### Gate-type map, run 1

Bar = 20 µm.
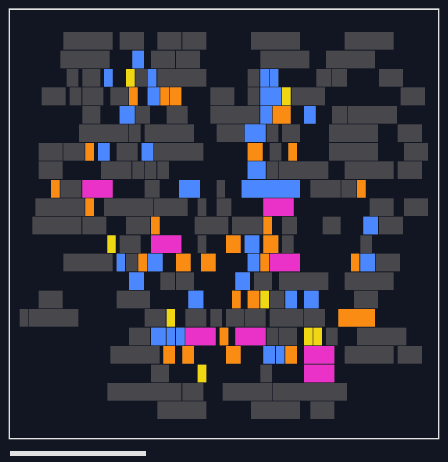
### Drive-strength map, run 1

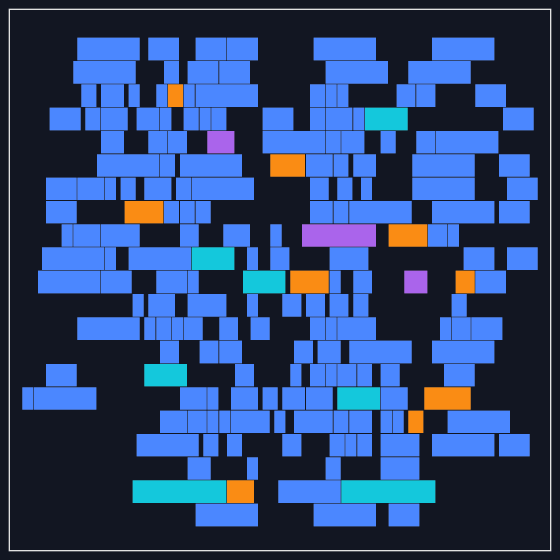
### Metal 3, run 1

Cells faint in the background.
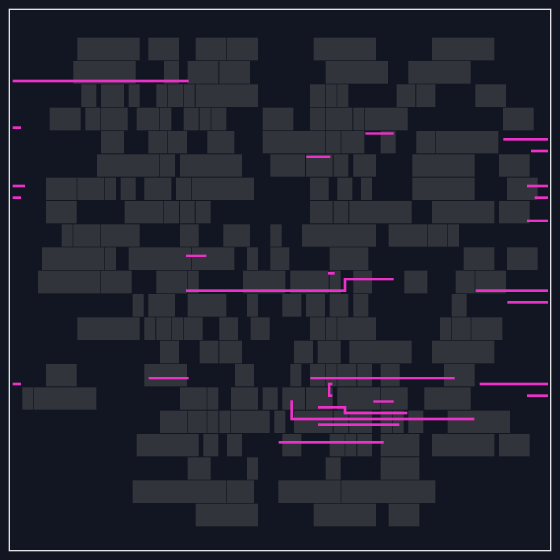
**src/rtl/frame_sync_ctrl_pkg.sv**
```systemverilog
// Shared state encoding, default framing constants and small helpers
// used by the frame-synchronisation controller and its sync matcher.
package frame_sync_ctrl_pkg;

   typedef enum logic [1:0] {
      HUNT   = 2'b00,
      VERIFY = 2'b01,
      LOCKED = 2'b10
   } sync_state_e;

   localparam int         DEF_PAT_W      = 4;
   localparam logic [3:0] DEF_SYNC_PAT   = 4'b1010;
   localparam int         DEF_FRAME_LEN  = 12;
   localparam int         DEF_LOCK_CNT   = 2;
   localparam int         DEF_UNLOCK_CNT = 2;
   localparam int         ERR_W          = 8;

   // The error counter sticks at all-ones instead of wrapping back to zero.
   function automatic logic [ERR_W-1:0] sat_inc(input logic [ERR_W-1:0] value);
      return (value == {ERR_W{1'b1}}) ? value : value + 1'b1;
   endfunction

endpackage

```
**src/rtl/frame_sync_ctrl_matcher.sv**
```systemverilog
// Sliding-window sync word detector: keeps the last PAT_W-1 bits and flags
// a match in the same cycle the final sync bit arrives on din.
module sync_pattern_matcher
   import frame_sync_ctrl_pkg::*;
#(
   parameter int               PAT_W    = DEF_PAT_W,
   parameter logic [PAT_W-1:0] SYNC_PAT = PAT_W'(DEF_SYNC_PAT)
) (
   input  logic clk,
   input  logic rst,
   input  logic en,
   input  logic din,
   output logic match
);

   logic [PAT_W-2:0] sr;
   logic [PAT_W-1:0] window;

   assign window = {sr, din};
   assign match  = en && (window == SYNC_PAT);

   // Never cleared on a hit, so overlapping sync words are still seen.
   always_ff @(posedge clk) begin
      if (rst) begin
         sr <= '0;
      end else if (en) begin
         sr <= window[PAT_W-2:0];
      end
   end

endmodule

```
**src/rtl/frame_sync_ctrl.sv**
```systemverilog
// Frame-sync controller: hunts for the sync word, confirms it at frame spacing,
// then delivers payload bits with frame markers and flywheels over sync misses.
module frame_sync_ctrl
   import frame_sync_ctrl_pkg::*;
#(
   parameter int               PAT_W      = DEF_PAT_W,
   parameter logic [PAT_W-1:0] SYNC_PAT   = PAT_W'(DEF_SYNC_PAT),
   parameter int               FRAME_LEN  = DEF_FRAME_LEN,
   parameter int               LOCK_CNT   = DEF_LOCK_CNT,
   parameter int               UNLOCK_CNT = DEF_UNLOCK_CNT
) (
   input  logic                         clk,
   input  logic                         rst,
   input  logic                         en,
   input  logic                         din,
   output logic                         locked,
   output logic                         frame_start,
   output logic                         dout_valid,
   output logic                         dout,
   output logic [$clog2(FRAME_LEN)-1:0] bit_idx,
   output logic [ERR_W-1:0]             err_cnt
);

   localparam int PW = $clog2(FRAME_LEN);
   localparam int GW = $clog2(LOCK_CNT + 1);
   localparam int MW = $clog2(UNLOCK_CNT + 1);

   localparam logic [PW-1:0] LAST_POS   = PW'(FRAME_LEN - 1);
   localparam logic [PW-1:0] PAY_LEN    = PW'(FRAME_LEN - PAT_W);
   localparam logic [GW-1:0] LOCK_TGT   = GW'(LOCK_CNT);
   localparam logic [MW-1:0] UNLOCK_TGT = MW'(UNLOCK_CNT);

   sync_state_e      state, state_n;
   logic [PW-1:0]    pos, pos_n, pos_wrap;
   logic [GW-1:0]    good_cnt, good_n;
   logic [MW-1:0]    miss_cnt, miss_n;
   logic [ERR_W-1:0] err_n;
   logic             match, boundary, payload_ok, start_n;

   sync_pattern_matcher #(
      .PAT_W    (PAT_W),
      .SYNC_PAT (SYNC_PAT)
   ) u_matcher (
      .clk   (clk),
      .rst   (rst),
      .en    (en),
      .din   (din),
      .match (match)
   );

   assign boundary   = en && (pos == LAST_POS);
   assign pos_wrap   = (pos == LAST_POS) ? '0 : pos + PW'(1);
   assign payload_ok = en && (state == LOCKED) && (pos < PAY_LEN);

   // Next-state and counter updates; with en low everything holds.
   always_comb begin
      state_n = state;
      pos_n   = pos;
      good_n  = good_cnt;
      miss_n  = miss_cnt;
      err_n   = err_cnt;
      start_n = 1'b0;
      if (en) begin
         unique case (state)
            HUNT: begin
               if (match) begin
                  pos_n   = '0;
                  good_n  = GW'(1);
                  miss_n  = '0;
                  state_n = (LOCK_CNT == 1) ? LOCKED : VERIFY;
               end
            end
            VERIFY: begin
               pos_n = pos_wrap;
               if (boundary) begin
                  if (!match) begin
                     state_n = HUNT;
                  end else if (good_cnt + GW'(1) == LOCK_TGT) begin
                     state_n = LOCKED;
                     miss_n  = '0;
                     start_n = 1'b1;
                  end else begin
                     good_n = good_cnt + GW'(1);
                  end
               end
            end
            LOCKED: begin
               pos_n = pos_wrap;
               if (boundary) begin
                  if (match) begin
                     miss_n  = '0;
                     start_n = 1'b1;
                  end else begin
                     err_n  = sat_inc(err_cnt);
                     miss_n = miss_cnt + MW'(1);
                     if (miss_cnt + MW'(1) == UNLOCK_TGT) begin
                        state_n = HUNT;
                        good_n  = '0;
                     end else begin
                        start_n = 1'b1;
                     end
                  end
               end
            end
            default: begin
               state_n = HUNT;
            end
         endcase
      end
   end

   // Reset wins over any same-cycle boundary; outputs register alongside state.
   always_ff @(posedge clk) begin
      if (rst) begin
         state       <= HUNT;
         pos         <= '0;
         good_cnt    <= '0;
         miss_cnt    <= '0;
         err_cnt     <= '0;
         locked      <= 1'b0;
         frame_start <= 1'b0;
         dout_valid  <= 1'b0;
         dout        <= 1'b0;
         bit_idx     <= '0;
      end else begin
         state       <= state_n;
         pos         <= pos_n;
         good_cnt    <= good_n;
         miss_cnt    <= miss_n;
         err_cnt     <= err_n;
         locked      <= (state_n == LOCKED);
         frame_start <= start_n;
         dout_valid  <= payload_ok;
         dout        <= payload_ok & din;
         bit_idx     <= payload_ok ? pos : '0;
      end
   end

endmodule

```
**config.mk**
```make
export PLATFORM = sky130hd
export DESIGN_NAME = frame_sync_ctrl
export DESIGN_NICKNAME = d
export VERILOG_FILES = /design/src/rtl/frame_sync_ctrl_pkg.sv /design/src/rtl/frame_sync_ctrl_matcher.sv /design/src/rtl/frame_sync_ctrl.sv
export SDC_FILE = /design/constraint.sdc
export NUM_CORES = 1
export LEC_CHECK = 0
export CORE_UTILIZATION = 40
export CTS_CLUSTER_SIZE = 8
export DETAILED_ROUTE_END_ITERATION = 10
export GPL_TIMING_DRIVEN = 0
export PLACE_DENSITY = 0.65
export SYNTH_ARGS = -nofsm -noshare
export SYNTH_HDL_FRONTEND = slang
export SYNTH_HIERARCHICAL = 1
export SYNTH_SLANG_ARGS = --single-unit
```
**constraint.sdc**
```tcl
create_clock -name clk -period 3.85 [get_ports clk]
set_input_delay 0.77 -clock clk [delete_from_list [all_inputs] [get_ports clk]]
set_output_delay 0.77 -clock clk [all_outputs]
set_load 0.1 [all_outputs]
```
==> flow_summary.ini, run 1 <==
; yosys + openroad results
[layout]
largest_cell_class = combinational gates
buffer_area_share_pct = 11.4
mi_logic_area_um2 = 856
logic_gates = 125
layout_top_cells_excl_fill_tap = 29 x sky130_fd_sc_hd__dfxtp_1, 19 x sky130_fd_sc_hd__clkdlybuf4s50_1, 14 x sky130_fd_sc_hd__nor2_1, 12 x sky130_fd_sc_hd__a21oi_1, 9 x sky130_fd_sc_hd__nand3_1
layout-area-overhead-vs-synth_pct = 25.6
antenna_cells = 0

[detailed_routing]
routedWlPerCell_um = 13.9
vias = 1341
antenna_violating_nets_post_route = 0
via_per_inst = 5.59
met2_length_mm = 1.63
initialDrtViolationCount = 93
finalWirelength_mm = 3.34
drtPass1Iterations = 4

[job]
maxCapViolations = 0
warnings = 29

[power_and_ir_drop]
sequentialPower_mw = 0.303
internal-power_mw = 0.566
maximum_ir_drop_on_the_vdd_rail_mv = 0.256
combPwrFrac_pct = 3.1
seqPwrFrac_pct = 43.2
total_leakage_power_nw = 0.719
power.density_cell_area_nw_per_um2 = 374

[place]
place_inst = 232

[cts]
cts_max_level = 2
cts-hold-fix-buffers = 0
cts_sinks = 29
ctsResizeCount = 0
cts-buffers-inserted = 5

[floorplan]
die_width_um = 63.0

[worst_setup_path]
path_class = in2reg
path_buffers = 2
worst-path-stages = 8
cp-end-kind = flip-flop
cell_chain_critical_path = clkdlybuf4s50_1 > nand2_2 > nor4b_2 > clkbuf_1 > a21boi_0 > o22ai_1 > a21oi_1 > a41o_1
path_delay_family = buffers and inverters
timing.reg2reg.setup_slack_ns = 1.82

[grt]
first_pass_grt_wire_length_mm = 5.66
grt.overflow.total = 0
antenna_found_initial = 0
grt_use_total_pct = 18.2
met1_usage_pct = 21.0

[worst_hold_path]
hp-start = u_matcher/sr[0]
worst_hold_endpoint = u_matcher/sr[1]
timing.hold.worst.class = reg2reg

[synth]
synth.yosys.num_cells = 167
top_cell_type_s_share_of_synthesized_area_pct = 39.0
synth_nets = 179

[final_timing]
timing_hold_violations_final = 0
worst_slew_margin_rel_pct = 35.2
finalCriticalPeriod_ns = 2.78

[outcome]
status = finished, final reports clean
Back to the opening pictures, 'Gate-type map':
- nor cells: orange (cells 27)
- inv cells: yellow (cells 8)
- fa/ha/maj cells: magenta (cells 8)
- nand cells: blue (cells 32)
commonest non-fill, non-tap cell in the layout: sky130_fd_sc_hd__dfxtp_1
fraction of standard cell area in multi-input logic: 45.7%
final non-filler cell total: 240

Back to the opening pictures, 'Drive-strength map':
- x3 and x4: purple (cells 3)
- x2: orange (cells 9)
- x1 and smaller: blue (cells 175)
- x6 and larger: cyan (cells 7)

Back to the opening pictures, 'Metal 3':
- main direction: horizontal
- wire length on this layer: 171 µm
- share of all routed wire: 5.1%
- nets with wire on the layer: 22
- longest straight run: 21.2 µm

==> run 1: logic make-up after synthesis <==
kind of cell | synth area share [%]
AND-OR/OR-AND | 17.1
XOR/XNOR | 1.18
adder cells (fa/ha/maj) | 6.72
buffers and inverters | 3.61
flip-flops | 39.0
multiplexers | 2.69
other | 0.252
AND/OR/NAND/NOR | 29.5
==> run 1: sequential cells by signal (all words and copies together) (netlist names), 2 cells and up <==
signal	cells
bit_idx	4
err_cnt	8
u_matcher/sr	3
good_cnt	2
miss_cnt	2
pos	4
state	2
==> run 1: through the flow <==
stage	total power [mW]	instance area, µm²	worst slack [ns]
floorplan	0.322	1490	1.66
global placement	0.330	1740	0.880
detailed placement	0.331	1740	0.804
CTS	0.708	1870	1.09
global route	0.728	1870	0.939
finish	0.700	1870	1.07
==> run 2: changes to the inputs <==
- clock period: 3.85 -> 2.8 ns (I/O delays scaled with it)
### Gate-type map, run 2

Bar = 20 µm.
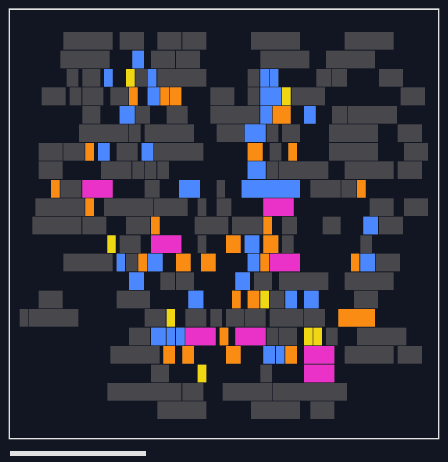
- nand cells: blue (cells 32)
- fa/ha/maj cells: magenta (cells 8)
- inv cells: yellow (cells 8)
- nor cells: orange (cells 27)

==> flow_summary.ini, run 2 <==
; yosys + openroad results
[layout]
top_regs = err_cnt (8), bit_idx (4), pos (4)
final_non_filler_cell_total = 240
antenna_cells = 0
final_layout_top_logic_cell = sky130_fd_sc_hd__dfxtp_1
post-route-cell-area_um2 = 1870
largest_reg_flops = 8
largest-register = err_cnt
layout_top_cells_excl_fill_tap = 29 x sky130_fd_sc_hd__dfxtp_1, 19 x sky130_fd_sc_hd__clkdlybuf4s50_1, 14 x sky130_fd_sc_hd__nor2_1, 12 x sky130_fd_sc_hd__a21oi_1, 9 x sky130_fd_sc_hd__nand3_1

[cts]
ctsResizeCount = 0
cts-hold-fix-buffers = 0
cts_sinks = 29
cts_max_level = 2

[place]
placed_cell_area_um2 = 1740
place_inst = 232

[synth]
ys_top_logic_family = simple AND/OR/NAND/NOR gates
top_cell_type_s_share_of_synthesized_area_pct = 39.0
synth-adder-area-share_pct = 6.72
synth-edff-count = 0
synth_nets = 179

[power_and_ir_drop]
internal-power_mw = 0.778
total_leakage_power_nw = 0.719
maximum_ir_drop_on_the_vdd_rail_mv = 0.351
power.density_cell_area_nw_per_um2 = 514
seqPwrFrac_pct = 43.2

[final_timing]
max_clock_freq_mhz = 389
worst_slew_margin_rel_pct = 35.2
timing_hold_violations_final = 0
setup_slack_ns = 0.230
setup_viol = 0
finalCriticalPeriod_ns = 2.57

[detailed_routing]
via_per_inst = 5.59
finalWirelength_mm = 3.34
met2_length_mm = 1.63
initialDrtViolationCount = 93
drtPass1Iterations = 4

[grt]
antenna_found_initial = 0
met1_usage_pct = 21.0
first_pass_grt_wire_length_mm = 5.66
grt_use_total_pct = 18.2
grt.overflow.total = 0

[floorplan]
die_width_um = 63.0

[job]
warnings = 29
maxCapViolations = 0

[worst_setup_path]
cell_chain_critical_path = clkdlybuf4s50_1 > nand2_2 > nor4b_2 > clkbuf_1 > a21boi_0 > o22ai_1 > a21oi_1 > a41o_1
timing.reg2reg.setup_slack_ns = 0.77
timing.critical_path.slowest_stage_cell = sky130_fd_sc_hd__clkdlybuf4s50_1
worst-path-stages = 8
path_delay_family = buffers and inverters
path_buffers = 2

[worst_hold_path]
hp-start = u_matcher/sr[0]
timing.hold.worst.class = reg2reg
worst_hold_endpoint = u_matcher/sr[1]

[outcome]
status = finished, final reports clean
### Clock wires, drivers and flops, run 2

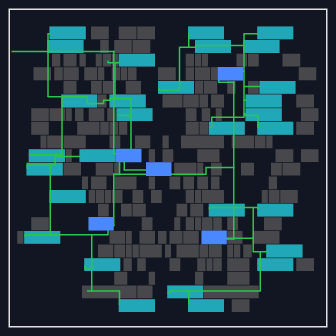
- clock wires: green (length 410 µm)
- flip-flops: cyan (count 29)
- clock-net drivers: blue (count 5)
- flops lie: all over the die
- routed clock nets: 6

==> run 2: cell counts after synthesis <==
No cell type changed its count.
==> run 2: power by group through the flow <==
stage	clock [mW]	sequential, mW	combinational, mW
after floorplan	0	0.431	0.0120
after global placement	0	0.425	0.0289
after detailed placement	0	0.425	0.0296
after CTS	0.527	0.416	0.0300
after global routing	0.553	0.416	0.0321
final	0.516	0.416	0.0301
==> run 2: layout make-up <==
type,count,share of cell area (%)
Sequential cell,29,31.0
Inverter,8,1.60
Buffer,5,1.27
Tap cell,46,3.07
Clock inverter,3,3.48
Multi-Input combinational cell,125,45.7
Clock buffer,5,3.68
Timing Repair Buffer,19,10.2
Power and IR drop assume default switching activity.
